`config.mk`:
```
export PLATFORM = sky130hd
export DESIGN_NAME = op_ctrl
export DESIGN_NICKNAME = d
export VERILOG_FILES = /design/src/rtl/conv_pkg.sv /design/src/rtl/mac_unit.sv /design/src/rtl/op_ctrl.sv
export SDC_FILE = /design/constraint.sdc
export NUM_CORES = 1
export LEC_CHECK = 0
export CAP_MARGIN = 15
export CORE_AREA = 10 10 149 151
export DETAILED_ROUTE_END_ITERATION = 10
export DIE_AREA = 0 0 159 161
export PLACE_DENSITY_LB_ADDON = 0.3
export SLEW_MARGIN = 20
export SYNTH_ARGS = -nofsm -noshare
export SYNTH_HDL_FRONTEND = slang
export SYNTH_SLANG_ARGS = --single-unit
```
`constraint.sdc`:
```
create_clock -name clk -period 12.73 [get_ports clk]
set_input_delay 1.9095 -clock clk [delete_from_list [all_inputs] [get_ports clk]]
set_output_delay 1.9095 -clock clk [all_outputs]
set_load 0.05 [all_outputs]
```
`src/rtl/conv_pkg.sv`:
```
// Shared constants and types for the convolution operation controller.
package conv_pkg;
  localparam int ELEM_W   = 8;
  localparam int N_TAPS   = 9;
  localparam int RESULT_W = 20;
  localparam int BUS_W    = 72;

  localparam logic [1:0] OP_NOP         = 2'b00;
  localparam logic [1:0] OP_LOAD_KERNEL = 2'b01;
  localparam logic [1:0] OP_START       = 2'b10;
  localparam logic [1:0] OP_CLEAR       = 2'b11;

  typedef enum logic {
    IDLE,
    RUN
  } state_t;
endpackage

```
`src/rtl/mac_unit.sv`:
```
// One multiply-accumulate tap: unsigned pixel times signed weight, added to a
// 20-bit running sum.
module mac_unit
  import conv_pkg::*;
(
  input  logic [ELEM_W-1:0]   pixel,
  input  logic [ELEM_W-1:0]   weight,
  input  logic [RESULT_W-1:0] acc_in,
  output logic [RESULT_W-1:0] acc_out
);
  logic signed [ELEM_W:0]   pixel_s;
  logic signed [ELEM_W-1:0] weight_s;
  logic signed [2*ELEM_W:0] product;

  // Zero-extend the pixel to 9 bits so it multiplies as a non-negative signed value.
  assign pixel_s  = {1'b0, pixel};
  assign weight_s = weight;
  assign product  = pixel_s * weight_s;
  assign acc_out  = acc_in + {{(RESULT_W-2*ELEM_W-1){product[2*ELEM_W]}}, product};
endmodule

```
`src/rtl/op_ctrl.sv`:
```
// Operation controller: decodes opcodes, holds kernel/window byte arrays and
// sequences a 9-tap MAC, one tap per cycle.
module op_ctrl
  import conv_pkg::*;
(
  input  logic                clk,
  input  logic                rst,
  input  logic                select,
  input  logic [1:0]          opcode,
  input  logic [BUS_W-1:0]    bus,
  output logic [RESULT_W-1:0] result,
  output logic                done,
  output logic                busy
);
  localparam logic [3:0] LAST_TAP = 4'(N_TAPS - 1);

  logic [ELEM_W-1:0]   bus_elem   [N_TAPS];
  logic [ELEM_W-1:0]   kernel_reg [N_TAPS];
  logic [ELEM_W-1:0]   window_reg [N_TAPS];
  logic [RESULT_W-1:0] acc_reg;
  logic [RESULT_W-1:0] result_reg;
  logic [RESULT_W-1:0] mac_out;
  logic [3:0]          tap_reg;
  logic                done_reg;
  state_t              state_reg, state_next;

  logic clear_cmd, load_kernel, start_cmd, step, finish;

  genvar gi;
  generate
    for (gi = 0; gi < N_TAPS; gi++) begin : g_bus_split
      assign bus_elem[gi] = bus[BUS_W-1-ELEM_W*gi -: ELEM_W];
    end
  endgenerate

  assign clear_cmd = select && (opcode == OP_CLEAR);

  always_comb begin
    state_next  = state_reg;
    load_kernel = 1'b0;
    start_cmd   = 1'b0;
    step        = 1'b0;
    finish      = 1'b0;
    if (clear_cmd) begin
      state_next = IDLE;
    end else begin
      case (state_reg)
        IDLE: begin
          if (select && opcode == OP_LOAD_KERNEL) load_kernel = 1'b1;
          if (select && opcode == OP_START) begin
            start_cmd  = 1'b1;
            state_next = RUN;
          end
        end
        RUN: begin
          step = 1'b1;
          if (tap_reg == LAST_TAP) begin
            finish     = 1'b1;
            state_next = IDLE;
          end
        end
        default: state_next = IDLE;
      endcase
    end
  end

  always_ff @(posedge clk) begin
    if (rst) state_reg <= IDLE;
    else     state_reg <= state_next;
  end

  // Kernel and window are only written while idle, so they stay stable through a MAC.
  always_ff @(posedge clk) begin
    for (int i = 0; i < N_TAPS; i++) begin
      if (rst) begin
        kernel_reg[i] <= '0;
        window_reg[i] <= '0;
      end else begin
        if (load_kernel) kernel_reg[i] <= bus_elem[i];
        if (start_cmd)   window_reg[i] <= bus_elem[i];
      end
    end
  end

  mac_unit u_mac (
    .pixel  (window_reg[tap_reg]),
    .weight (kernel_reg[tap_reg]),
    .acc_in (acc_reg),
    .acc_out(mac_out)
  );

  always_ff @(posedge clk) begin
    if (rst) begin
      acc_reg    <= '0;
      tap_reg    <= '0;
      result_reg <= '0;
      done_reg   <= 1'b0;
    end else begin
      done_reg <= finish;
      if (clear_cmd) begin
        acc_reg    <= '0;
        tap_reg    <= '0;
        result_reg <= '0;
      end else if (start_cmd) begin
        acc_reg <= '0;
        tap_reg <= '0;
      end else if (step) begin
        acc_reg <= mac_out;
        tap_reg <= 4'(tap_reg + 4'd1);
        if (finish) begin
          result_reg <= mac_out;
          tap_reg    <= '0;
        end
      end
    end
  end

  assign result = result_reg;
  assign done   = done_reg;
  assign busy   = (state_reg == RUN);
endmodule

```
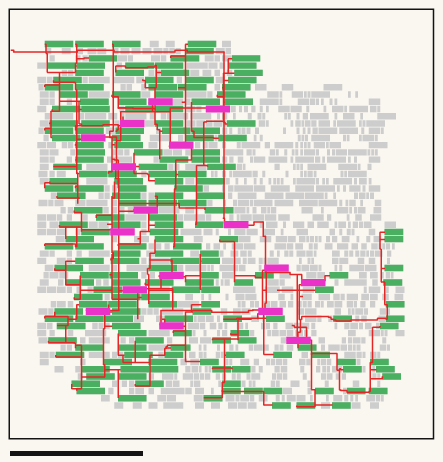
(clock wires, drivers and flops)
Scale bar: 50 microns.
Key: red = clock wires [length 2160 microns]; magenta = clock drivers [count 17]; green = flip-flops [count 194]
There are 18 routed clock nets.

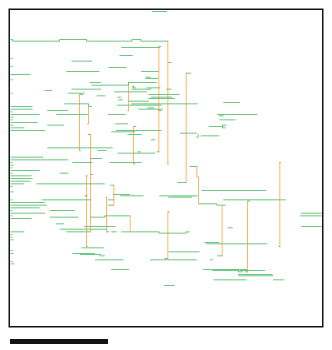
(metal layers overlaid)
Scale bar: 50 microns. Two of the layers only.
Key: green = metal 3 [wire length 1610 microns]; orange = metal 4 [wire length 512 microns]

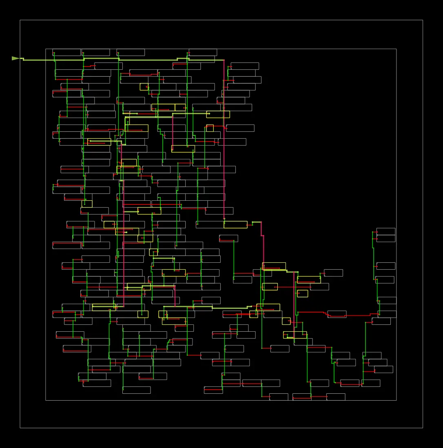
(the clock network)
TritonCTS Buffers: 17
clock buf count: 17
power in the clock group: 0.000529 W
clk_lat worst skew: 0.44 ns

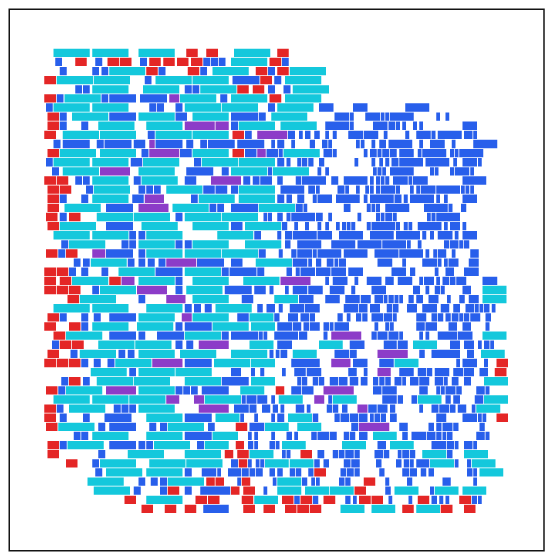
(cells colored by class)
Key: purple = clock drivers and dummy loads [cells 32]; cyan = flops [cells 194]; blue = combinational and other logic [cells 763]; red = other buffers and delay cells [cells 106]

==> results_dict.tcl <==
# collected from the flow reports
set metrics [dict create \
    stdcell_count 1360 \
    drt-pass1-iter-count 5 \
    final_cell_area_sq_mm 0.0132 \
    place_area_sq_mm 0.0126 \
    min_path_type "register to register" \
    syn_inst 1006 \
    critPathMaxStageDelay_ns 0.64 \
    grt_pass1_wl_microns 42800 \
    num_tap_cells 265 \
    crit_fanout 32 \
    n_all_buffers 106 \
    ys.warnings.count 0 \
    area_leaders "edfxtp_1 38%, dfxtp_1 8.8%, ha_1 7.3%, fa_1 6.7%, mux4_2 6.4%" \
    period_used_pct 63.1 \
    p_per_area_mw_per_mm2 128 \
    synthesis.area_sq_mm 0.0113 \
    ff_count 194 \
    fillers 1393 \
    top_power_group "sequential cells" \
    cp.depth 24 \
    synth_nets 1187 \
    ys.flops 194 \
    area_growth_pct 16.0 \
    tool_warnings 29 \
    busiest_layer "met2" \
    regArea_sq_mm 0.00533 \
    edf_count 144 \
    cts_root_buffer "clkbuf_16" \
    status "finished, final reports clean" \
    fp.dieW_microns 159 \
    setup_ws_ns 4.69 \
    switching_power_w 0.000537 \
    power_frac_comb_pct 25.7 \
    fin_skew_ns 0.0150 \
    track_usage_pct 20.8 \
    ys_sh_xor_pct 2.14 \
    fin_setup_tns_ns 0 \
    whs_ns 0.454 \
    postCtsResizedCells 0 \
    ff2ff_path_depth 24 \
    ys_top_cells_by_count "144 x edfxtp_1, 89 x nor2_1, 74 x and2_1, 74 x and3_1, 69 x inv_1" \
    slew_headroom_pct 33.9 \
    wirelength_microns 26500 \
    top_layer "met4" \
    sh_seq_area_pct 40.5 \
    power_sequential_w 0.000721 \
    yosysTopAreaCell "edfxtp_1" \
    rsz0062_at_grt "false" \
    lay_top_cells "144 x edfxtp_1, 98 x clkdlybuf4s50_1, 89 x nor2_1" \
    p_int_w 0.00115 \
    dpl.cell_count 1328 \
    wl_met1_microns 10600 \
    dominant-cell-class "combinational gates" \
    mux_area_share_pct 7.94 \
    fp-row-count 51 \
    final-comb-area_sq_mm 0.00561 \
    hold_viol_final 0 \
    p_clk_share_pct 31.4 \
    worstHoldStart "result[17]" \
    die_height_microns 161 \
    synthTopLogicFamily "simple AND/OR/NAND/NOR gates" \
    grt_pass1_vias 7917 \
    detail_route.iter0.violations 563 \
    pin_count 99 \
    critPathTopFamily "adder cells" \
    core-area_sq_mm 0.0192 \
    cp.arrival_ns 8.33 \
    crit_path_cell_trace "buf_4 -> mux4_2 -> mux2i_1 -> nor2_1 -> a21oi_1 -> or2_2 -> fa_1 -> fa_1 -> inv_1 -> fa_1 -> inv_1 -> fa_1 -> inv_1 -> ha_1 -> inv_1 -> o21bai_1 -> a21oi_1 -> xnor2_1 -> ha_1 -> and2_1 -> o21ai_0 -> nand2_1 -> a311oi_1 -> o21ai_0" \
    layout_top_cell "edfxtp_1" \
    setup.worst_path.end_class "register" \
    reg2reg_slack_ns 4.69 \
    grtUsageMet3_pct 3.61 \
    nets 1263 \
    fp_util_pct 59.1 \
    cts.sinks 194 \
    async_flop_share_pct 0 \
    hpwlAfterDp_microns 18400 \
    synth.cellmix.simpleShare_pct 17.0 \
    clkSlewWorstSetupHoldPaths_ns 0.08 \
    drive_gt1_share_pct 8.49 \
    post-route-util_pct 68.5 \
    via_count 7924 \
    route.met2.wl_microns 13700 \
    worstPathRequired_ns 13.03 \
    finalPower_w 0.00168 \
    ys.flop_type "edfxtp_1" \
    top_cell_area_share_pct 38.1 \
    min_to "result[17]" \
    place.gp.congestion 0.950 \
]
Power is estimated from default activity; no workload was simulated.
